[src/rtl/instr_fetch_pkg.sv]
// Shared constants for the instruction fetch stage: reset vector, instruction
// size, canonical NOP, and the occupancy helper used by the issue rule.
package instr_fetch_pkg;

   localparam logic [31:0] RESET_PC_DEFAULT = 32'h0000_0000;
   localparam int          INSTR_BYTES      = 4;
   localparam logic [31:0] NOP              = 32'h0000_0013;

   // Number of instructions still owned by the fetch stage after this cycle's
   // transfer: held entries plus the request in flight, minus the one decode takes.
   function automatic logic [2:0] occupancy(input logic out_vld,
                                            input logic skid_vld,
                                            input logic req_vld,
                                            input logic fire);
      return {2'b00, out_vld} + {2'b00, skid_vld} + {2'b00, req_vld} - {2'b00, fire};
   endfunction

endpackage

[src/rtl/instr_fetch_skid_buf.sv]
// Output register plus one-entry skid for fetched instructions.
// Handshake: a transfer happens in every cycle where out_vld && out_ready; the
// producer side (in_vld) has no ready because the fetch issue rule guarantees
// at most one arrival can be pending beyond the output entry.
// While out_vld && !out_ready, out_inst/out_pc stay stable.
module instr_fetch_skid_buf
   import instr_fetch_pkg::*;
#(
   parameter int DATA_WIDTH = 32,
   parameter int ADDR_WIDTH = 32
) (
   input  logic                  clk,
   input  logic                  rst,
   input  logic                  flush,
   input  logic                  in_vld,
   input  logic [DATA_WIDTH-1:0] in_inst,
   input  logic [ADDR_WIDTH-1:0] in_pc,
   input  logic                  out_ready,
   output logic                  out_vld,
   output logic [DATA_WIDTH-1:0] out_inst,
   output logic [ADDR_WIDTH-1:0] out_pc,
   output logic                  skid_vld
);

   logic [DATA_WIDTH-1:0] skid_inst;
   logic [ADDR_WIDTH-1:0] skid_pc;
   logic                  fire;
   logic                  direct_load;

   // Arrivals go straight to the output entry when it is free after this cycle
   // and nothing older waits in the skid; otherwise they park in the skid.
   always_comb begin
      fire        = out_vld && out_ready;
      direct_load = !out_vld || (fire && !skid_vld);
   end

   // Output/skid entries; flush drops both valids but keeps the last data visible.
   always_ff @(posedge clk) begin
      if (rst) begin
         out_vld   <= 1'b0;
         out_inst  <= '0;
         out_pc    <= '0;
         skid_vld  <= 1'b0;
         skid_inst <= '0;
         skid_pc   <= '0;
      end else if (flush) begin
         out_vld  <= 1'b0;
         skid_vld <= 1'b0;
      end else if (direct_load) begin
         out_vld <= in_vld;
         if (in_vld) begin
            out_inst <= in_inst;
            out_pc   <= in_pc;
         end
      end else if (fire) begin
         // Skid holds the older instruction: promote it, refill skid from arrival.
         out_vld  <= 1'b1;
         out_inst <= skid_inst;
         out_pc   <= skid_pc;
         skid_vld <= in_vld;
         if (in_vld) begin
            skid_inst <= in_inst;
            skid_pc   <= in_pc;
         end
      end else if (in_vld) begin
         skid_vld  <= 1'b1;
         skid_inst <= in_inst;
         skid_pc   <= in_pc;
      end
   end

endmodule

[src/rtl/instr_fetch.sv]
// Instruction fetch stage: owns the PC, drives the registered-read instruction
// RAM port, tracks the single request in flight, and handles redirects.
// Decode handshake: inst is transferred in each cycle with inst_valid && inst_ready.
module instr_fetch
   import instr_fetch_pkg::*;
#(
   parameter int                    DATA_WIDTH = 32,
   parameter int                    ADDR_WIDTH = 32,
   parameter logic [ADDR_WIDTH-1:0] RESET_PC   = ADDR_WIDTH'(RESET_PC_DEFAULT)
) (
   input  logic                  clk,
   input  logic                  rst,
   output logic [ADDR_WIDTH-1:0] imem_addr,
   input  logic [DATA_WIDTH-1:0] imem_rdata,
   input  logic                  redirect_valid,
   input  logic [ADDR_WIDTH-1:0] redirect_pc,
   output logic                  inst_valid,
   input  logic                  inst_ready,
   output logic [DATA_WIDTH-1:0] inst,
   output logic [ADDR_WIDTH-1:0] inst_pc
);

   localparam logic [ADDR_WIDTH-1:0] ALIGN_MASK = ~ADDR_WIDTH'(3);
   localparam logic [ADDR_WIDTH-1:0] PC_STEP    = ADDR_WIDTH'(INSTR_BYTES);

   logic [ADDR_WIDTH-1:0] pc_q;
   logic                  req_vld;
   logic [ADDR_WIDTH-1:0] req_pc;
   logic                  skid_vld;
   logic                  fire;
   logic [2:0]            cnt;
   logic                  issue;

   // Issue only when the response is guaranteed a slot (output or skid).
   always_comb begin
      fire  = inst_valid && inst_ready;
      cnt   = occupancy(inst_valid, skid_vld, req_vld, fire);
      issue = (cnt < 3'd2) && !redirect_valid;
   end

   // PC and in-flight request tracking; redirect overrides issue and kills the request.
   always_ff @(posedge clk) begin
      if (rst) begin
         pc_q    <= RESET_PC;
         req_vld <= 1'b0;
         req_pc  <= '0;
      end else if (redirect_valid) begin
         pc_q    <= redirect_pc & ALIGN_MASK;
         req_vld <= 1'b0;
      end else if (issue) begin
         pc_q    <= pc_q + PC_STEP;
         req_vld <= 1'b1;
         req_pc  <= pc_q;
      end else begin
         req_vld <= 1'b0;
      end
   end

   assign imem_addr = pc_q;

   instr_fetch_skid_buf #(
      .DATA_WIDTH (DATA_WIDTH),
      .ADDR_WIDTH (ADDR_WIDTH)
   ) u_skid (
      .clk       (clk),
      .rst       (rst),
      .flush     (redirect_valid),
      .in_vld    (req_vld),
      .in_inst   (imem_rdata),
      .in_pc     (req_pc),
      .out_ready (inst_ready),
      .out_vld   (inst_valid),
      .out_inst  (inst),
      .out_pc    (inst_pc),
      .skid_vld  (skid_vld)
   );

endmodule

[config.mk]
export PLATFORM = sky130hd
export DESIGN_NAME = instr_fetch
export DESIGN_NICKNAME = d
export VERILOG_FILES = /design/src/rtl/instr_fetch_pkg.sv /design/src/rtl/instr_fetch_skid_buf.sv /design/src/rtl/instr_fetch.sv
export SDC_FILE = /design/constraint.sdc
export NUM_CORES = 1
export LEC_CHECK = 0
export CELL_PAD_IN_SITES_DETAIL_PLACEMENT = 0
export CELL_PAD_IN_SITES_GLOBAL_PLACEMENT = 1
export CORE_MARGIN = 2
export CORE_UTILIZATION = 35
export CTS_BUF_LIST = sky130_fd_sc_hd__clkbuf_8
export DETAILED_ROUTE_END_ITERATION = 7
export PLACE_DENSITY_LB_ADDON = 0.12
export SYNTH_ARGS = -nofsm -noshare
export SYNTH_HDL_FRONTEND = slang
export SYNTH_SLANG_ARGS = --single-unit
[constraint.sdc]
create_clock -name clk -period 2.45 [get_ports clk]
set_input_delay 0.49 -clock clk [delete_from_list [all_inputs] [get_ports clk]]
set_output_delay 0.49 -clock clk [all_outputs]
set_load 0.05 [all_outputs]
Run 1, the metal 3 layer:
The bar under the picture is 50 um long.
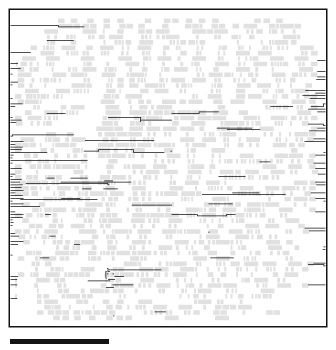
The longest straight run is 41.9 um. The wires run mostly horizontal. The layer holds 4.4% of the routed length. The layer carries 1090 um of wire.

Run 1, signal wires on met4:
Supply wires on this layer in grey.
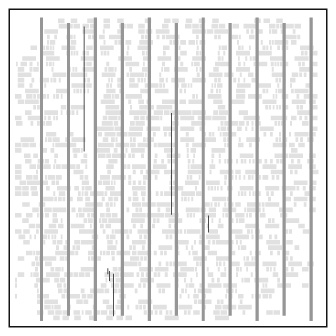
5 nets have wire on it. The layer carries 150 um of wire. The wires run mostly vertical.

==> results.txt, run 1 <==
run results: outcome completed, count of final hold-check violations 0, Gate Area 0.004317 sq mm, Worst Min Path Start rst, Largest delay share family, worst path buffers and inverters, fin cells 1548, Post-synth EDFFs 0, Final Instance Area 0.01117 sq mm, Least-Margin Pin Slew 0.6003 ns, Mean Syn Cell Area 7.716 sq um, Synth Cell Area 0.008418 sq mm, Yosys reg bits 187, crit path launch type register, global-route wire length before repair 40900 um, nets 1288, worst r2r src u_skid.out_vld$_SDFFE_PP0P_, Core Box Area 0.02354 sq mm, Yosys Chip Area 0.008418 sq mm, Top cells excl fill/tap nand2_1 (264), dfxtp_1 (186), a21oi_1 (156), WP data arrival 1.87 ns, Power Dens Cells 560.7 mW/mm^2, async set-or-reset flop fraction in the synthesized netlist 0%, Max Clock Freq 424.1 MHz, Antenna Nets Post-Route 0, ys flop type dfxtp_1, Top Ports 165, max incr delay on CP 0.88 ns, Area Growth Syn to Fin 32.64%, Die Height 159.1 um, Clock Path Buffers 2, CP Buf/Inv Count 1, Slew Limit Fails 0, Yosys cell types 50, die span in x 159.1 um, Final GP Congestion 0.7844, Via density 5.214, site row count 56, Buffers on Ports 158, crit path time final 2.358 ns, DR vias 8071, root buf cell clkbuf_8, Max IR drop VDD 246.1 uV, initial antenna violation count 0, fill count 2429, Tool Warnings 29, Post-Syn Instances 1091, vias in the first global route 7548, Critical Path Fanout Max 8, final period utilization 96.25%, Ys Warns 0, final global-route overflow total 0, Area leader share 44.47%, largest net degree at the start of global routing 88, Die ar. 0.02531 sq mm, Init Core Util 35.76%, RSZ-0062 raised after global routing no, Rel. slew slack 59.98%, critical path required time 1.96 ns, worst min-delay path category primary input to register, CP Cell Sequence clkdlybuf4s50_1, WS Path Type register to output port, TritonCTS clock tree done, clock slew at reported path FFs 0.11 ns, drt drc 0, launch point of the worst path imem_addr[24]$_SDFFE_PP0P_, endpoints failing setup 0, static leakage 3.638 nW, dominant logic cell type in the layout nand2_1, Main area contributors dfxtp_1 (44%), nand2_1 (12%), a21oi_1 (9.3%), post-layout util 47.43%, gr usage total 19.51%, H-tree levels 4, drt pass-1 iters 6, critical path capture point type output port, DP HPWL 15780 um, clk sinks 187, final WL 25110 um, yosys cell count 1091, placed inst area 0.01071 sq mm, initial drt markers 628, fraction of layout cells with a size suffix above 1 9.276%, ant diodes 0, per-cell routed wire length 16.22 um, Yosys top cell by area dfxtp_1, setup_tns 0 ns, max cap viols 0, Synth Seq Share 44.47%, Placed Instances 1513, register area 0.003747 sq mm, slowest cell on the critical path clkdlybuf4s50_1
Run 1, clock wiring as the flow saved it:
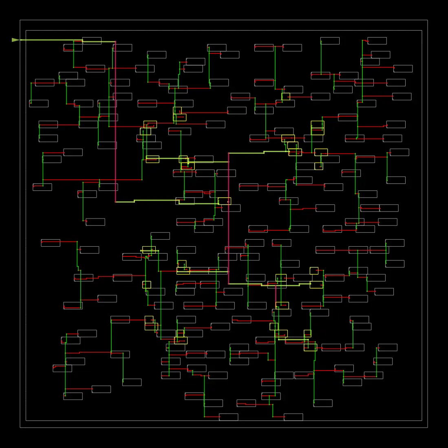
Worst-Skew Late Latency: 0.46 ns
CTS Buf Count: 17
clk_skew: 0.01855 ns
registers: 187

-- run 1: cell type report --
type                    instances  share of cell area, %
repair buffers                213                  20.54
well taps                     319                  3.575
clock inverters                14                  1.143
multi-input cells             788                  38.66
inverters                       9                 0.3026
flip-flops and latches        187                  33.56
clock buffers                  18                  2.219
-- run 1: report_power, final --
part / leakage [nW] / internal [mW] / switching, mW
Clock: 0.187 / 0.774 / 1.25
Combinational: 1.93 / 0.403 / 0.631
Sequential: 1.52 / 3.12 / 0.0829
Total: 3.64 / 4.30 / 1.96
-- run 1: per-layer routing --
layer,wire [um],vias up,share of wire [%],GRT usage (%)
met4,150,0,0.60,3.843
met5,0,-,0,0
met2,10780,170,43,29.17
met3,1092,15,4.3,3.517
li1,-,4100,-,-
met1,13090,3786,52,29.34
-- run 1: path summary, 6_finish.rpt --
check,endpoint,slack [ns],depth (start not counted)
worst max-delay path,imem_addr[24],0.09,1
worst min-delay path,u_skid.skid_pc[6]$_SDFFE_PP0P_,0.42,2
worst max register to register,imem_addr[29]$_SDFFE_PP0P_,0.09,9
worst min register to register,u_skid.skid_inst[0]$_SDFFE_PP0P_,0.46,2
-- run 1: timing repair --
item	in CTS	in global routing
endpoints found under the setup margin	0	12
hold buffers	0	0
setup buffers	0	1
gates resized	0	6
-- run 1: metrics by stage --
| stage | total power [mW] | worst slack [ns] | hold slack (ns) |
|---|---|---|---|
| after floorplan | 3.840 | 0.001224 | 0.4366 |
| after global placement | 4.298 | -0.4761 | 0.4423 |
| after detailed placement | 4.299 | -0.5070 | 0.4465 |
| after CTS | 6.318 | 0.005541 | 0.3732 |
| after global routing | 6.540 | 0.004986 | 0.3906 |
| final | 6.261 | 0.09181 | 0.4242 |
-- run 1: kinds of logic after synthesis --
kind of cell    synth area share (%)
mux                           0.6243
fa+ha+maj                     0.5946
simple gates                   20.79
other cells                  0.04455
flops                          44.47
xor+xnor                      0.4756
compound gates                 27.32
buf+inv                        5.678
-- run 1: sequential cells by signal, summed over array words and instances (netlist names) --
register	flops
u_skid.out_inst	32
req_vld	1
u_skid.out_vld	1
imem_addr	30
u_skid.skid_inst	32
u_skid.skid_pc	30
u_skid.out_pc	30
u_skid.skid_vld	1
req_pc	30
-- run 1: cells in the mapped netlist, types with 7 or more instances --
library cell and n:
a211o_1 62, a21oi_1 156, a311oi_1 15, buf_2 7
clkbuf_1 93, dfxtp_1 187, inv_1 9, nand2_1 264
nand3_1 41, nand4_1 8, nor2_1 30, nor2b_1 9
nor4_1 12, o21ai_0 102, o31ai_1 7, o41a_1 7
==> run 2: changes to the inputs <==
- CTS_CLUSTER_SIZE: default -> 20
==> run 2 against run 1 <==
Net effect:
- combinational power about the same
- maximum frequency unchanged
- count of clock-buffer cells in the layout unchanged
- clock skew unchanged
- sequential share of layout area unchanged
- largest power group unchanged
- clock power about the same
- global-route usage unchanged
- register-to-register slack about the same
- power unchanged
==> results.txt, run 2 <==
run results: H-tree levels 4 (unchanged), R2R depth 9 (unchanged), biggest regs u_skid.out_inst x32, u_skid.skid_inst x32, met2 wire len 10780 um (unchanged), switching part of the total 31.32% (unchanged), Post-synth EDFFs 0 (unchanged), Rel. slew slack 59.98% (unchanged), Power Dens Cells 560.7 mW/mm^2 (unchanged), root buf cell clkbuf_8, yosys cell count 1091 (unchanged), drt drc 0 (unchanged), CTS Buf Count 17 (unchanged), Mean Syn Cell Area 7.716 sq um (unchanged), max incr delay on CP 0.88 ns (about the same), global-route wire length before repair 40900 um (unchanged), Die Height 159.1 um (unchanged), Ys Warns 0 (unchanged), Init Core Util 35.76% (unchanged), largest net degree at the start of global routing 88 (unchanged), Top Ports 165 (unchanged), initial antenna violation count 0 (unchanged), WS Path Type register to output port, Max Clock Freq 424.1 MHz (unchanged), dominant logic cell type in the layout nand2_1, Via density 5.214 (unchanged), drt pass-1 iters 6 (unchanged), final period utilization 96.25% (unchanged), worst min-delay path category primary input to register, Worst-Skew Late Latency 0.46 ns (about the same), per-cell routed wire length 16.22 um (unchanged), DP HPWL 15780 um (unchanged), RSZ-0062 raised after global routing no, clk sinks 187 (unchanged), Final Power 6.261 mW (unchanged), Antenna Nets Post-Route 0 (unchanged), nets 1288 (unchanged), crit path time final 2.358 ns (unchanged), Final GP Congestion 0.7844 (unchanged), Hold Buf Count CTS 0 (unchanged), DR vias 8071 (unchanged), outcome completed, final global-route overflow total 0 (unchanged), fraction of layout cells with a size suffix above 1 9.276% (unchanged), clk_skew 0.01855 ns (unchanged), vias in the first global route 7548 (unchanged), Tool Warnings 29 (unchanged), CP Buf/Inv Count 1 (unchanged), Buffers on Ports 158 (unchanged), Final Instance Area 0.01117 sq mm (unchanged), Main area contributors dfxtp_1 (44%), nand2_1 (12%), a21oi_1 (9.3%), TritonCTS clock tree done, Yosys Chip Area 0.008418 sq mm (unchanged), Least-Margin Pin Slew 0.6003 ns (unchanged), WP depth 1 (unchanged), count of final hold-check violations 0 (unchanged), Combinational Power Share 16.5% (about the same), pre-CTS setup slack -0.5070 ns (unchanged), Synth Cell Area 0.008418 sq mm (unchanged), final WL 25110 um (unchanged), Area leader share 44.47% (unchanged), critical path capture point type output port, endpoints failing setup 0 (unchanged), Yosys top cell by area dfxtp_1, async set-or-reset flop fraction in the synthesized netlist 0% (unchanged), Int Power 4.300 mW (unchanged), met1 WL 13090 um (unchanged), Largest delay share family, worst path buffers and inverters, Core Box Area 0.02354 sq mm (unchanged), Clock Path Buffers 2 (unchanged), initial drt markers 628 (unchanged), met3 wire length 1092 um (unchanged), ys flop type dfxtp_1, Critical Path Fanout Max 8 (unchanged), Yosys reg bits 187 (unchanged), Hold Path Stages 2 (unchanged), site row count 56 (unchanged), Post-Syn Instances 1091 (unchanged), max cap viols 0 (unchanged), count leader, synth nand2_1, Top cells excl fill/tap nand2_1 (264), dfxtp_1 (186), a21oi_1 (156), Die ar. 0.02531 sq mm (unchanged), placed inst area 0.01071 sq mm (unchanged), slowest cell on the critical path clkdlybuf4s50_1, Yosys cell types 50 (unchanged), Area Growth Syn to Fin 32.64% (unchanged), power share of the sequential group 51.2% (about the same), static leakage 3.638 nW (unchanged), WP data arrival 1.87 ns (about the same), die span in x 159.1 um (unchanged), NetSw 1.961 mW (unchanged), CP Cell Sequence clkdlybuf4s50_1, gr usage total 19.51% (unchanged), synth cell count leaders nand2_1 (264), dfxtp_1 (187), a21oi_1 (156), ant diodes 0 (unchanged), Final WS setup 0.09181 ns (unchanged), Slew Limit Fails 0 (unchanged), Synth Seq Share 44.47% (unchanged), crit path launch type register, clock slew at reported path FFs 0.11 ns (about the same), Top Metal Used met4, critical path required time 1.96 ns (about the same), Clk pwr share 32.3% (about the same), Max IR drop VDD 246.1 uV (unchanged)
## run 2: cell families after synthesis
family,Yosys count,share of synthesized area (%)
muxes,5,0.6243
DFF,187,44.47
xor gates and xnor gates,3,0.4756
other,1,0.04455
adders and majority gates,4,0.5946
and+or+nand+nor,401,20.79
AOI/OAI and AO/OA,371,27.32
buffers and inverters,119,5.678
## run 2: repair_timing
item,in CTS,in global routing
setup endpoints to repair,0,12
buffers inserted,0,1
endpoints found under the hold margin,0,0
resized,0,6
## run 2: cell type report
type                            instances  area [sq um]
Clock buffer                           18         247.7
Multi-Input combinational cell        788          4317
Sequential cell                       187          3747
Tap cell                              319         399.1
Inverter                                9         33.78
Timing Repair Buffer                  213          2293
Clock inverter                         14         127.6
Fill cell                            2429         12380
## run 2: power by group through the flow
| stage | combinational (mW) | sequential, mW | clock [mW] |
|---|---|---|---|
| after floorplan | 0.374 | 3.47 | 0 |
| after global placement | 1.02 | 3.28 | 0 |
| after detailed placement | 1.02 | 3.28 | 0 |
| after CTS | 1.03 | 3.21 | 2.09 |
| after global routing | 1.11 | 3.22 | 2.21 |
| final | 1.03 | 3.21 | 2.02 |
## run 2: path summary, 6_finish.rpt
kind | slack (ns) | from | end
min | 0.42 | rst | u_skid.skid_pc[6]$_SDFFE_PP0P_
min reg2reg | 0.46 | u_skid.skid_inst[0]$_SDFFE_PP0P_ | u_skid.skid_inst[0]$_SDFFE_PP0P_
max | 0.09 | imem_addr[24]$_SDFFE_PP0P_ | imem_addr[24]
max reg2reg | 0.09 | u_skid.out_vld$_SDFFE_PP0P_ | imem_addr[29]$_SDFFE_PP0P_
## run 2: through the flow
| step | TNS (ns) | hold WS (ns) | instances | utilization (%) |
|---|---|---|---|---|
| after floorplan | 0 | 0.4366 | 1094 | - |
| after global placement | -17.94 | 0.4423 | 1513 | 45.49 |
| after detailed placement | -19.71 | 0.4465 | 1513 | 45.49 |
| after CTS | 0 | 0.3732 | 1545 | 47.08 |
| after global routing | 0 | 0.3906 | 1548 | 47.43 |
| final | 0 | 0.4242 | 1548 | 47.43 |
## run 2: metal layers
| metal | global-route usage (%) | vias to the layer above |
|---|---|---|
| li1 | - | 4100 |
| met1 | 29.34 | 3786 |
| met2 | 29.17 | 170 |
| met3 | 3.517 | 15 |
| met4 | 3.843 | 0 |
| met5 | 0 | - |
Run 2, M1 wires:
Supply wires on this layer in grey.
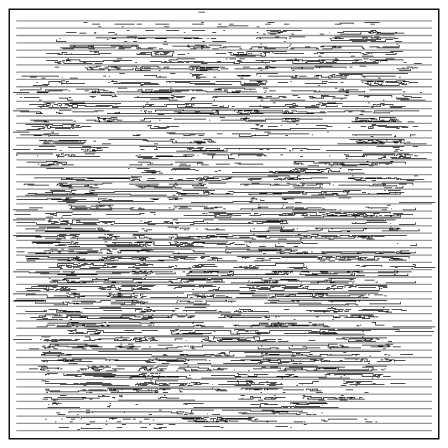
The longest straight run is 46.9 um. 1164 nets have wire on it.

Power figures rest on the tool's default switching activity, not on a simulated workload.
